congestion.png
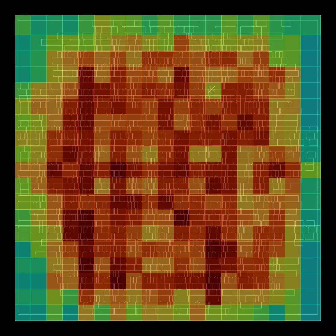
layer_met1.png
The bar under the picture is 50 µm long.
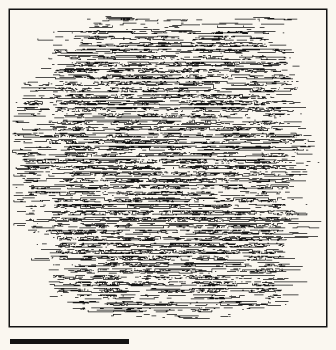
[config.mk]
export PLATFORM = sky130hd
export DESIGN_NAME = register_tree_pq_flat
export DESIGN_NICKNAME = d
export VERILOG_FILES = /design/src/rtl/register_tree_pq_if.sv /design/src/rtl/register_tree_pq.sv /design/src/flat_wrapper.sv
export SDC_FILE = /design/constraint.sdc
export NUM_CORES = 1
export LEC_CHECK = 0
export CAP_MARGIN = 15
export CORE_UTILIZATION = 60
export DETAILED_ROUTE_END_ITERATION = 6
export GPL_ROUTABILITY_DRIVEN = 0
export GPL_TIMING_DRIVEN = 0
export PLACE_DENSITY = 0.91
export SYNTH_ARGS = -nofsm -noshare
export SYNTH_HDL_FRONTEND = slang
export SYNTH_SLANG_ARGS = --single-unit
[constraint.sdc]
create_clock -name CLK -period 6 [get_ports CLK]
set_input_delay 1.2 -clock CLK [delete_from_list [all_inputs] [get_ports CLK]]
set_output_delay 1.2 -clock CLK [all_outputs]
set_load 0.005 [all_outputs]
[src/rtl/register_tree_pq_if.sv]
// rtl/register_tree_pq_if.sv - push/pop/clear request and queue status bundle for register_tree_pq
interface register_tree_pq_if #(
    parameter int DATA_WIDTH = 16,
    parameter int COUNT_W    = 3
);
    logic                  i_push;
    logic                  i_pop;
    logic                  i_clear;
    logic [DATA_WIDTH-1:0] i_data;
    logic                  o_ready;
    logic                  o_valid;
    logic [DATA_WIDTH-1:0] o_data;
    logic [COUNT_W-1:0]    o_count;
    logic                  o_full;
    logic                  o_empty;
    logic                  o_overflow;
    logic                  o_underflow;

    modport master (
        output i_push, i_pop, i_clear, i_data,
        input  o_ready, o_valid, o_data, o_count, o_full, o_empty, o_overflow, o_underflow
    );

    modport slave (
        input  i_push, i_pop, i_clear, i_data,
        output o_ready, o_valid, o_data, o_count, o_full, o_empty, o_overflow, o_underflow
    );
endinterface

[src/rtl/register_tree_pq.sv]
// rtl/register_tree_pq.sv - heap-ordered register-tree priority queue with even/odd compare-swap passes
module register_tree_pq #(
    parameter int QUEUE_SIZE = 7,
    parameter int DATA_WIDTH = 16,
    parameter int MAX_FIRST  = 1
) (
    input  logic              CLK,
    input  logic              RSTn,
    register_tree_pq_if.slave bus
);
    localparam int D  = $clog2(QUEUE_SIZE + 1);
    localparam int N  = (1 << D) - 1;
    localparam int CW = $clog2(QUEUE_SIZE + 1);
    localparam int SW = $clog2(D + 1);
    localparam int IW = (N > 1) ? $clog2(N) : 1;
    localparam int EW = DATA_WIDTH + 1;
    localparam logic [CW-1:0] QS_C = CW'(QUEUE_SIZE);
    localparam logic [SW-1:0] D_C  = SW'(D);

    typedef enum logic {SORT_EVEN, SORT_ODD} state_e;

    state_e                 state_q;
    logic [N-1:0][EW-1:0]   node_q;
    logic [N-1:0][EW-1:0]   pass_d;
    logic [CW-1:0]          count_q;
    logic [SW-1:0]          settle_q;
    logic                   overflow_q;
    logic                   underflow_q;
    logic [N-1:0]           swap_l;
    logic [N-1:0]           swap_r;
    logic [IW-1:0]          free_idx;

    logic ready, do_replace, do_push, do_pop, drop_push, drop_pop, accept;

    // Node entry is {valid, key}; an invalid entry ranks below every valid one.
    function automatic logic better(input logic [EW-1:0] a, input logic [EW-1:0] b);
        logic gt, lt;
        gt = a[DATA_WIDTH-1:0] > b[DATA_WIDTH-1:0];
        lt = a[DATA_WIDTH-1:0] < b[DATA_WIDTH-1:0];
        if (!a[EW-1])      better = 1'b0;
        else if (!b[EW-1]) better = 1'b1;
        else               better = (MAX_FIRST != 0) ? gt : lt;
    endfunction

    for (genvar j = 0; j < N; j++) begin : g_cmp
        localparam int LVL = $clog2(j + 2) - 1;
        if (2 * j + 2 < N) begin : g_int
            logic [EW-1:0] lc, rc, bc;
            logic          pick_r, active, do_swap;
            assign lc      = node_q[2*j+1];
            assign rc      = node_q[2*j+2];
            assign pick_r  = !lc[EW-1] || better(rc, lc);
            assign bc      = pick_r ? rc : lc;
            assign active  = (state_q == SORT_EVEN) == ((LVL % 2) == 0);
            assign do_swap = active && better(bc, node_q[j]);
            assign swap_l[j] = do_swap && !pick_r;
            assign swap_r[j] = do_swap &&  pick_r;
        end else begin : g_leaf
            assign swap_l[j] = 1'b0;
            assign swap_r[j] = 1'b0;
        end
    end

    // Adjacent levels never run in the same pass, so a node is updated either as parent or as child.
    for (genvar j = 0; j < N; j++) begin : g_pass
        logic [EW-1:0] as_parent;
        if (2 * j + 2 < N) begin : g_par
            assign as_parent = swap_l[j] ? node_q[2*j+1] :
                               swap_r[j] ? node_q[2*j+2] : node_q[j];
        end else begin : g_nopar
            assign as_parent = node_q[j];
        end
        if (j == 0) begin : g_root
            assign pass_d[j] = as_parent;
        end else if ((j % 2) == 1) begin : g_left
            assign pass_d[j] = swap_l[(j-1)/2] ? node_q[(j-1)/2] : as_parent;
        end else begin : g_right
            assign pass_d[j] = swap_r[(j-1)/2] ? node_q[(j-1)/2] : as_parent;
        end
    end

    always_comb begin
        free_idx = '0;
        for (int k = N - 1; k >= 0; k--) begin
            if (!node_q[k][EW-1]) free_idx = IW'(k);
        end
    end

    assign ready      = (settle_q == '0);
    assign do_replace = ready && bus.i_push && bus.i_pop && (count_q != '0);
    assign do_push    = ready && bus.i_push && (!bus.i_pop || (count_q == '0)) && (count_q != QS_C);
    assign drop_push  = ready && bus.i_push && !bus.i_pop && (count_q == QS_C);
    assign do_pop     = ready && bus.i_pop && !bus.i_push && (count_q != '0);
    assign drop_pop   = ready && bus.i_pop && !bus.i_push && (count_q == '0);
    assign accept     = do_replace || do_push || do_pop;

    always_ff @(posedge CLK or negedge RSTn) begin
        if (!RSTn) begin
            node_q      <= '0;
            count_q     <= '0;
            settle_q    <= '0;
            state_q     <= SORT_EVEN;
            overflow_q  <= 1'b0;
            underflow_q <= 1'b0;
        end else if (bus.i_clear) begin
            node_q      <= '0;
            count_q     <= '0;
            settle_q    <= '0;
            state_q     <= SORT_EVEN;
            overflow_q  <= 1'b0;
            underflow_q <= 1'b0;
        end else begin
            overflow_q  <= drop_push;
            underflow_q <= drop_pop;
            if (accept) begin
                state_q  <= SORT_EVEN;
                settle_q <= D_C;
                if (do_replace) begin
                    node_q[0] <= {1'b1, bus.i_data};
                end else if (do_push) begin
                    node_q[free_idx] <= {1'b1, bus.i_data};
                    count_q          <= count_q + CW'(1);
                end else begin
                    node_q[0][EW-1] <= 1'b0;
                    count_q         <= count_q - CW'(1);
                end
            end else begin
                node_q  <= pass_d;
                state_q <= (state_q == SORT_EVEN) ? SORT_ODD : SORT_EVEN;
                if (settle_q != '0) settle_q <= settle_q - SW'(1);
            end
        end
    end

    assign bus.o_ready     = ready;
    assign bus.o_valid     = ready && node_q[0][EW-1];
    assign bus.o_data      = (ready && node_q[0][EW-1]) ? node_q[0][DATA_WIDTH-1:0] : '0;
    assign bus.o_count     = count_q;
    assign bus.o_full      = (count_q == QS_C);
    assign bus.o_empty     = (count_q == '0);
    assign bus.o_overflow  = overflow_q;
    assign bus.o_underflow = underflow_q;
endmodule
[src/flat_wrapper.sv]
// flat-port wrapper written by rule: the top's interface ports become plain ports
module register_tree_pq_flat 
#(
    parameter int QUEUE_SIZE = 7,
    parameter int DATA_WIDTH = 16,
    parameter int MAX_FIRST  = 1
)
  (CLK, RSTn, bus_i_push, bus_i_pop, bus_i_clear, bus_i_data, bus_o_ready, bus_o_valid, bus_o_data, bus_o_count, bus_o_full, bus_o_empty, bus_o_overflow, bus_o_underflow);
  register_tree_pq_if #(.DATA_WIDTH(DATA_WIDTH)) bus_i ();
  input  logic CLK;
  input  logic RSTn;
  input wire logic [$bits(bus_i.i_push)-1:0] bus_i_push;
  input wire logic [$bits(bus_i.i_pop)-1:0] bus_i_pop;
  input wire logic [$bits(bus_i.i_clear)-1:0] bus_i_clear;
  input wire logic [$bits(bus_i.i_data)-1:0] bus_i_data;
  output wire logic [$bits(bus_i.o_ready)-1:0] bus_o_ready;
  output wire logic [$bits(bus_i.o_valid)-1:0] bus_o_valid;
  output wire logic [$bits(bus_i.o_data)-1:0] bus_o_data;
  output wire logic [$bits(bus_i.o_count)-1:0] bus_o_count;
  output wire logic [$bits(bus_i.o_full)-1:0] bus_o_full;
  output wire logic [$bits(bus_i.o_empty)-1:0] bus_o_empty;
  output wire logic [$bits(bus_i.o_overflow)-1:0] bus_o_overflow;
  output wire logic [$bits(bus_i.o_underflow)-1:0] bus_o_underflow;
  assign bus_i.i_push = bus_i_push;
  assign bus_i.i_pop = bus_i_pop;
  assign bus_i.i_clear = bus_i_clear;
  assign bus_i.i_data = bus_i_data;
  assign bus_o_ready = bus_i.o_ready;
  assign bus_o_valid = bus_i.o_valid;
  assign bus_o_data = bus_i.o_data;
  assign bus_o_count = bus_i.o_count;
  assign bus_o_full = bus_i.o_full;
  assign bus_o_empty = bus_i.o_empty;
  assign bus_o_overflow = bus_i.o_overflow;
  assign bus_o_underflow = bus_i.o_underflow;
  register_tree_pq #(.QUEUE_SIZE(QUEUE_SIZE), .DATA_WIDTH(DATA_WIDTH), .MAX_FIRST(MAX_FIRST)) u_core (.CLK(CLK), .RSTn(RSTn), .bus(bus_i));
endmodule
==> results_slide.txt <==
Physical Implementation Snapshot

Final timing
  • Least-Margin Pin Slew: 1087 ps
  • Clk_skew: 5.845 ps
  • Hold Vio Cnt, Final: 0
  • Highest clock rate: 0.1695 GHz
  • Slew Viols, Final: 0
  • Tcrit/Tclk final: 98.33%
  • Tmin final: 5900 ps
  • Final setup vio count: 0

Run
  • Max Cap Viol: 0
  • Tool warning count: 26

Cells and area
  • Post-layout util: 70.45%
  • Most frequent logic cell in the layout: o21ai_0
  • Post-layout nets: 1461
  • Layout cell share with drive strength beyond 1: 7.528%
  • Most frequent cells in the layout: 137 x o21ai_0, 130 x a21oi_1, 127 x dfrtp_1
  • Ant diodes: 0
  • Register area: 3178 µm²
  • ClkCell Share: 4.963%
  • Logic share of the area: 54.57%
  • Non-filler cells in the finished layout: 1575
  • Syn-to-layout area delta: 14.06%

Logic synthesis
  • FF+latch count, synth: 127
  • Yosys top cell by area: dfrtp_1
  • Ys async rst share: 100.0%
  • Synthesis area per yosys: 10280 µm²
  • Post-synth cell types: 68
  • Yosys Instances: 1267
  • Count leader, synth: o21ai_0
  • Most frequent cells after synthesis: 137 x o21ai_0, 130 x a21oi_1, 127 x dfrtp_1, 124 x nand2_1, 97 x ha_1
  • Post-synth EDFFs: 0
  • Syn_area_per_cell: 8.113 µm²
  • Mapped Cells: 1267
  • Area share, top type: 30.92%
  • Main flop type: dfrtp_1
  • Mapped Nets: 1386

Critical path
  • RR Endpoint: u_core.g_cmp[0].g_int.rc[10]$_DFFE_PN0P_
  • CP peak stage delay: 440 ps
  • R2r setup slk: 100 ps
  • Kind of start point of the critical path: register
  • Reg2reg path depth: 18
  • CP required: 6370 ps
  • Critical Path Start: u_core.g_cmp[2].g_int.rc[15]$_DFFE_PN0P_
  • Crit Path Class: register to register
  • Worst EP arrival: 6270 ps
  • Delay-heaviest family, CP: AND-OR/OR-AND gates
  • Crit. End Element: register
  • Buf/Inv on CP: 5

Die
  • Die H: 132.9 µm
  • Die Width: 132.9 µm
  • Fp_density: 61.76%
  • Io pins: 46
  • Core area: 16640 µm²
  • Tap Count: 220

Clock tree
  • CTS Hold Bufs: 0
  • Worst skew pair latency: 440 ps
  • CTS H-tree depth: 4
  • CTS Root Cell: clkbuf_16
  • Clock Pin Slew Worst Setup and Hold Paths: 60 ps
  • CTS max path bufs: 2
  • PostCTS Resize Cnt: 0
  • CTS tree: built

Route
  • Final ANT Viol Nets: 0
  • Total wire length: 35540 µm
  • First DRT Iteration DRCs: 1871
  • Via count: 11.37k
  • Vias/cell: 7.222
  • DRC Markers: 2

Placement
  • IO Port Bufs: 45

Global route
  • Number of global-route vias before repair: 10.80k
  • Global-route wire length before repair: 55390 µm
  • Initial antenna violation count: 0
  • GRT Overall Usage: 40.29%

Hold path
  • Hold Startpoint: u_core.g_cmp[1].g_int.lc[1]$_DFFE_PN0P_
  • Number of cells on the worst hold path: 2
  • Worst hold endpoint: u_core.g_cmp[1].g_int.lc[1]$_DFFE_PN0P_

Pwr
  • Sw Ratio: 50.98%
  • Int Power: 3.149 mW
  • Sequential power: 1.48 mW
  • Clk pwr share: 16.4%
  • Switching power: 3.275 mW
  • Highest-power group: combinational logic
  • Leakage: 5.052 nW
  • Peak supply drop: 0.0002908 V

Run status
  • Status: complete, but fails checks
  • Failing checks: DRC
Notes on congestion.png above:
met1 Track Usage GR: 51.99%
GR peak layer: met2

Notes on layer_met1.png above:
- share of all routed wire: 37%
- wire length on this layer: 13100 µm
- nets with wire on the layer: 1372

## how the worst max path moves through the flow
| stage | slack [ps] | depth (start not counted) | end |
|---|---|---|---|
| 2_1_floorplan | 1270 | 20 | u_core.g_cmp[0].g_int.rc[6]$_DFFE_PN0P_ |
| 3_3_place_gp | -1420 | 1 | u_core.g_cmp[1].g_int.rc[1]$_DFFE_PN0P_ |
| 3_5_place_dp | 110 | 19 | u_core.g_cmp[0].g_int.rc[10]$_DFFE_PN0P_ |
| 4_1_cts | 10 | 19 | u_core.g_cmp[0].g_int.rc[10]$_DFFE_PN0P_ |
| 5_1_grt | -60 | 18 | u_core.g_cmp[0].g_int.rc[13]$_DFFE_PN0P_ |
| 6_report | 100 | 18 | u_core.g_cmp[0].g_int.rc[10]$_DFFE_PN0P_ |
## through the flow
stage               power (mW)  setup slack, ps  TNS (ps)  instance area, µm²
floorplan                3.962             1272         0               10280
global placement         4.889            -1416   -178320               11000
detailed placement       5.069            106.8         0               11030
CTS                      6.168            12.94         0               11610
global route             6.786           -63.32    -699.6               11720
finish                   6.424            100.4         0               11720
## kinds of logic (layout without fill, tap and decap cells)
logic type,Yosys count,count (layout),synth area share (%)
AND-OR/OR-AND,460,460,28.97
XOR/XNOR,2,2,0.1705
AND/OR/NAND/NOR,344,344,15.62
adder cells (fa/ha/maj),98,98,12.00
flip-flops,127,127,30.92
buffers and inverters,187,275,7.145
multiplexers,49,49,5.173
## layer usage
layer	track usage, %	wire length (µm)	vias to the layer above	share of wire, %
met1	51.99	13060	5295	37
met4	26.63	2473	0	7.0
li1	-	-	4829	-
met2	60.21	15280	1000	43
met3	9.579	4719	250	13
met5	0	0	-	0
## tightest hold or removal path: stages (launching register included)
cell     delay, ps
dfrtp_1        340
nand2_1         50
o31ai_1         60
No activity file was given, so power comes from the tool's default toggle rates.
